===== config.mk =====
export PLATFORM = sky130hd
export DESIGN_NAME = ra_pq_batch_ctl
export DESIGN_NICKNAME = d
export VERILOG_FILES = /design/src/rtl/pq_pkg.sv /design/src/rtl/ra_pq_out_reg.sv /design/src/rtl/ra_pq_batch_ctl.sv
export SDC_FILE = /design/constraint.sdc
export NUM_CORES = 1
export LEC_CHECK = 0
export CAP_MARGIN = 20
export CELL_PAD_IN_SITES_DETAIL_PLACEMENT = 0
export CELL_PAD_IN_SITES_GLOBAL_PLACEMENT = 1
export CORE_ASPECT_RATIO = 1.2
export CORE_MARGIN = 2
export CORE_UTILIZATION = 29
export CTS_CLUSTER_SIZE = 40
export DETAILED_ROUTE_END_ITERATION = 16
export GPL_ROUTABILITY_DRIVEN = 0
export HOLD_SLACK_MARGIN = 0.03
export PLACE_DENSITY = 0.92
export SYNTH_ARGS = -nofsm -noshare
export SYNTH_HDL_FRONTEND = slang
export SYNTH_SLANG_ARGS = --single-unit

===== constraint.sdc =====
create_clock -name clk -period 2.7 [get_ports clk]
set_input_delay 0.405 -clock clk [delete_from_list [all_inputs] [get_ports clk]]
set_output_delay 0.405 -clock clk [all_outputs]
set_load 0.01 [all_outputs]

===== src/rtl/pq_pkg.sv =====
// Shared types and constants for the register-array priority queue and its batch controller.
package pq_pkg;

  localparam int unsigned PQ_CAPACITY = 8;
  localparam int unsigned KW = 16;
  localparam int unsigned VW = 16;

  typedef struct packed {
    logic [KW-1:0] key;
    logic [VW-1:0] val;
  } kv_t;

  // All-ones and all-zeros keys are sentinels; real keys lie strictly between them.
  localparam logic [KW-1:0] KEYINF    = {KW{1'b1}};
  localparam logic [KW-1:0] KEYNEGINF = {KW{1'b0}};
  localparam logic [VW-1:0] VAL0      = {VW{1'b0}};

  typedef enum logic [1:0] {
    StClear,
    StFill,
    StPad,
    StDrain
  } ra_pq_batch_state_t;

  function automatic logic is_reserved(input logic [KW-1:0] key);
    return (key == KEYINF) || (key == KEYNEGINF);
  endfunction

endpackage


===== src/rtl/ra_pq_out_reg.sv =====
// Registered output stage for the sorted stream: holds kv/last while stalled.
module ra_pq_out_reg
  import pq_pkg::*;
(
  input  logic clk,
  input  logic rst,
  input  logic load,
  input  kv_t  kv,
  input  logic last,
  input  logic out_ready,
  output logic out_valid,
  output kv_t  out_kv,
  output logic out_last
);

  always_ff @(posedge clk or negedge rst) begin
    if (!rst) begin
      out_valid <= 1'b0;
      out_kv    <= {KEYINF, VAL0};
      out_last  <= 1'b0;
    end else if (load) begin
      out_valid <= 1'b1;
      out_kv    <= kv;
      out_last  <= last;
    end else if (out_valid && out_ready) begin
      out_valid <= 1'b0;
    end
  end

endmodule


===== src/rtl/ra_pq_batch_ctl.sv =====
// Batch sort controller mastering a replace/dequeue-only priority queue.
// Optional RA_PQ_BATCH_CHECK_EN adds a sticky err for reserved keys and out-of-order output.
module ra_pq_batch_ctl
  import pq_pkg::*;
#(
  parameter int unsigned CAPACITY = ((PQ_CAPACITY + 1) / 2) * 2,
  parameter int unsigned CW       = $clog2(CAPACITY + 1)
) (
  input  logic clk,
  input  logic rst,
  input  logic in_valid,
  output logic in_ready,
  input  kv_t  in_kv,
  input  logic in_last,
  output logic out_valid,
  input  logic out_ready,
  output kv_t  out_kv,
  output logic out_last,
  output logic pq_replace,
  output logic pq_deq,
  output kv_t  pq_kvi,
  input  kv_t  pq_kvo,
  input  logic pq_busy,
  output logic pq_clr,
  output logic err
);

  localparam logic [CW-1:0] CapW = CW'(CAPACITY);

  ra_pq_batch_state_t state_q, state_d;
  logic [CW-1:0] count_q, count_d, nrep_q, nrep_d, rem_q, rem_d;
  logic load;
  logic in_rsvd;
  logic out_hs;

  assign in_rsvd = is_reserved(in_kv.key);
  assign out_hs  = out_valid && out_ready;

  always_comb begin
    state_d    = state_q;
    count_d    = count_q;
    nrep_d     = nrep_q;
    rem_d      = rem_q;
    in_ready   = 1'b0;
    pq_clr     = 1'b0;
    pq_replace = 1'b0;
    pq_deq     = 1'b0;
    pq_kvi     = {KEYINF, VAL0};
    load       = 1'b0;
    unique case (state_q)
      StClear: begin
        pq_clr  = 1'b1;
        count_d = '0;
        nrep_d  = '0;
        state_d = StFill;
      end
      StFill: begin
        in_ready = !pq_busy && (count_q < CapW);
        if (in_valid && in_ready) begin
          // Sentinel keys would corrupt the ordering, so they are swallowed.
          if (!in_rsvd) begin
            pq_replace = 1'b1;
            pq_kvi     = in_kv;
            count_d    = count_q + 1'b1;
            nrep_d     = nrep_q + 1'b1;
          end
          if (in_last || (count_d == CapW)) begin
            state_d = (count_d == '0) ? StClear : StPad;
          end
        end
      end
      StPad: begin
        // Push KEYINF until every KEYNEGINF left by the clear has been evicted.
        if (nrep_q == CapW) begin
          state_d = StDrain;
          rem_d   = count_q;
        end else if (!pq_busy) begin
          pq_replace = 1'b1;
          nrep_d     = nrep_q + 1'b1;
        end
      end
      StDrain: begin
        if ((rem_q != '0) && !pq_busy && (!out_valid || out_ready)) begin
          load   = 1'b1;
          pq_deq = 1'b1;
          rem_d  = rem_q - 1'b1;
        end
        if (out_hs && out_last) begin
          state_d = StClear;
        end
      end
      default: state_d = StClear;
    endcase
  end

  always_ff @(posedge clk or negedge rst) begin
    if (!rst) begin
      state_q <= StClear;
      count_q <= '0;
      nrep_q  <= '0;
      rem_q   <= '0;
    end else begin
      state_q <= state_d;
      count_q <= count_d;
      nrep_q  <= nrep_d;
      rem_q   <= rem_d;
    end
  end

  ra_pq_out_reg u_out_reg (
    .clk       (clk),
    .rst       (rst),
    .load      (load),
    .kv        (pq_kvo),
    .last      (rem_q == CW'(1)),
    .out_ready (out_ready),
    .out_valid (out_valid),
    .out_kv    (out_kv),
    .out_last  (out_last)
  );

`ifdef RA_PQ_BATCH_CHECK_EN
  logic [KW-1:0] prev_key_q;
  logic          err_q;
  logic          rsvd_acc;

  assign rsvd_acc = in_valid && in_ready && in_rsvd;

  always_ff @(posedge clk or negedge rst) begin
    if (!rst) begin
      prev_key_q <= KEYNEGINF;
      err_q      <= 1'b0;
    end else begin
      if (state_q == StClear) begin
        prev_key_q <= KEYNEGINF;
      end else if (out_hs) begin
        prev_key_q <= out_kv.key;
      end
      if (rsvd_acc || (out_hs && (out_kv.key < prev_key_q))) begin
        err_q <= 1'b1;
      end
    end
  end

  assign err = err_q;
`else
  assign err = 1'b0;
`endif

endmodule


Placed standard cells:
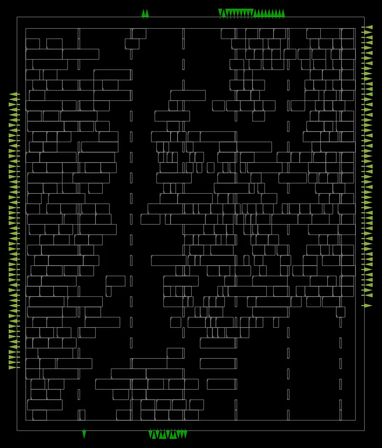
utilization of the core after routing: 0.4883
core area: 0.008986 sq mm

Routed metal, one color a layer:
Drawn at 3 px/um. Two of the layers only.
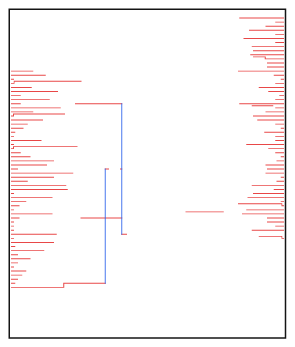
| layer | color | wire length |
|---|---|---|
| met3 | red | 837 um |
| met4 | blue | 81.6 um |

==> out/writeup.txt <==
The run finished with clean final reports. The count of buffers added on input and output ports is 139. The run gives 0.00184 W for the combinational group power. STA classifies the critical path endpoint as an output port. The run gives 50.94 ps as the setup slack of the critical path after layout.

Setup repair after global routing left no endpoint under its margin. The number of CTS-inserted buffers came out at 5. Synthesis produced a netlist with a net count of 321.

For the final global-route overflow total, the log shows 0. The logs give 2,426 for the number of global-route vias before repair and 0 for the number of antenna cells inserted. The count of clock-net buffers in the final layout was 7. The clock distribution area overhead in the final layout came out at 0.02338. According to the timing report, the critical path is captured at pq_kvi[11]. The first detailed-routing pass took 4 iterations. The synthesized netlist occupies a cell area of 0.002670 sq mm. Data on the critical path is required at its endpoint by 2300 ps. Detailed routing placed a total of 3533 um of wire on met2. Yosys stat counts 242 cells in the synthesized netlist. Post-CTS timing repair inserted 0 buffers for setup. Combined area of the multi-input logic cells: 0.001366 sq mm. The tools report the final instance area as 0.004388 sq mm. Cell chosen for the clock root: sky130_fd_sc_hd__clkbuf_8. Internal reg-to-reg setup slack: 620 ps.

For this run the detailed placement stage logged an HPWL of 5568 um. Of all nets on the critical path, the largest fanout is 16. After floorplanning, the core was divided into 38 placement rows. The flow reports power dissipated in sequential cells as 0.00135 W. In this run the critical register-to-register path is launched from count_q[0]$_DFFE_PN0P_.

The run gives 0.5517 mV for the peak ir drop on the vdd network. The commonest register cell after synthesis is sky130_fd_sc_hd__dfrtp_1. In this run the worst hold path is classified as primary input to async pin. Most utilized layer in the global route result: met2. The run gives 37 for the largest net degree at the start of global routing. The run gives 0.2971 as the floorplan utilization.

The share of final-layout standard cells stronger than drive strength 1 is 0.2143.
Where the registers sit:
Drawn at 4 px/um. Other sequential cells in the stronger gray, the rest of the logic in the fainter gray.
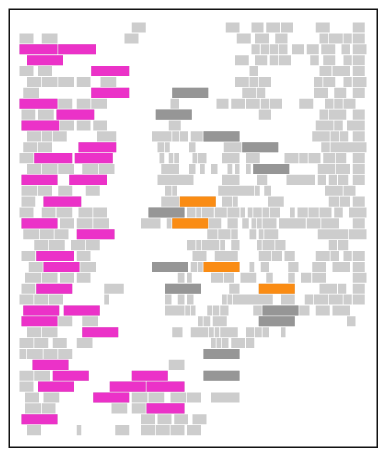
| netlist name | color | flops | where |
|---|---|---|---|
| count_q | orange | 4 | center |
| u_out_reg.out_kv | magenta | 32 | a column on the left |
not colored: 12
flop share of the area: 0.2783
area of all sequential standard cells: 0.001221 sq mm

Power figures rest on the tool's default switching activity, not on a simulated workload.
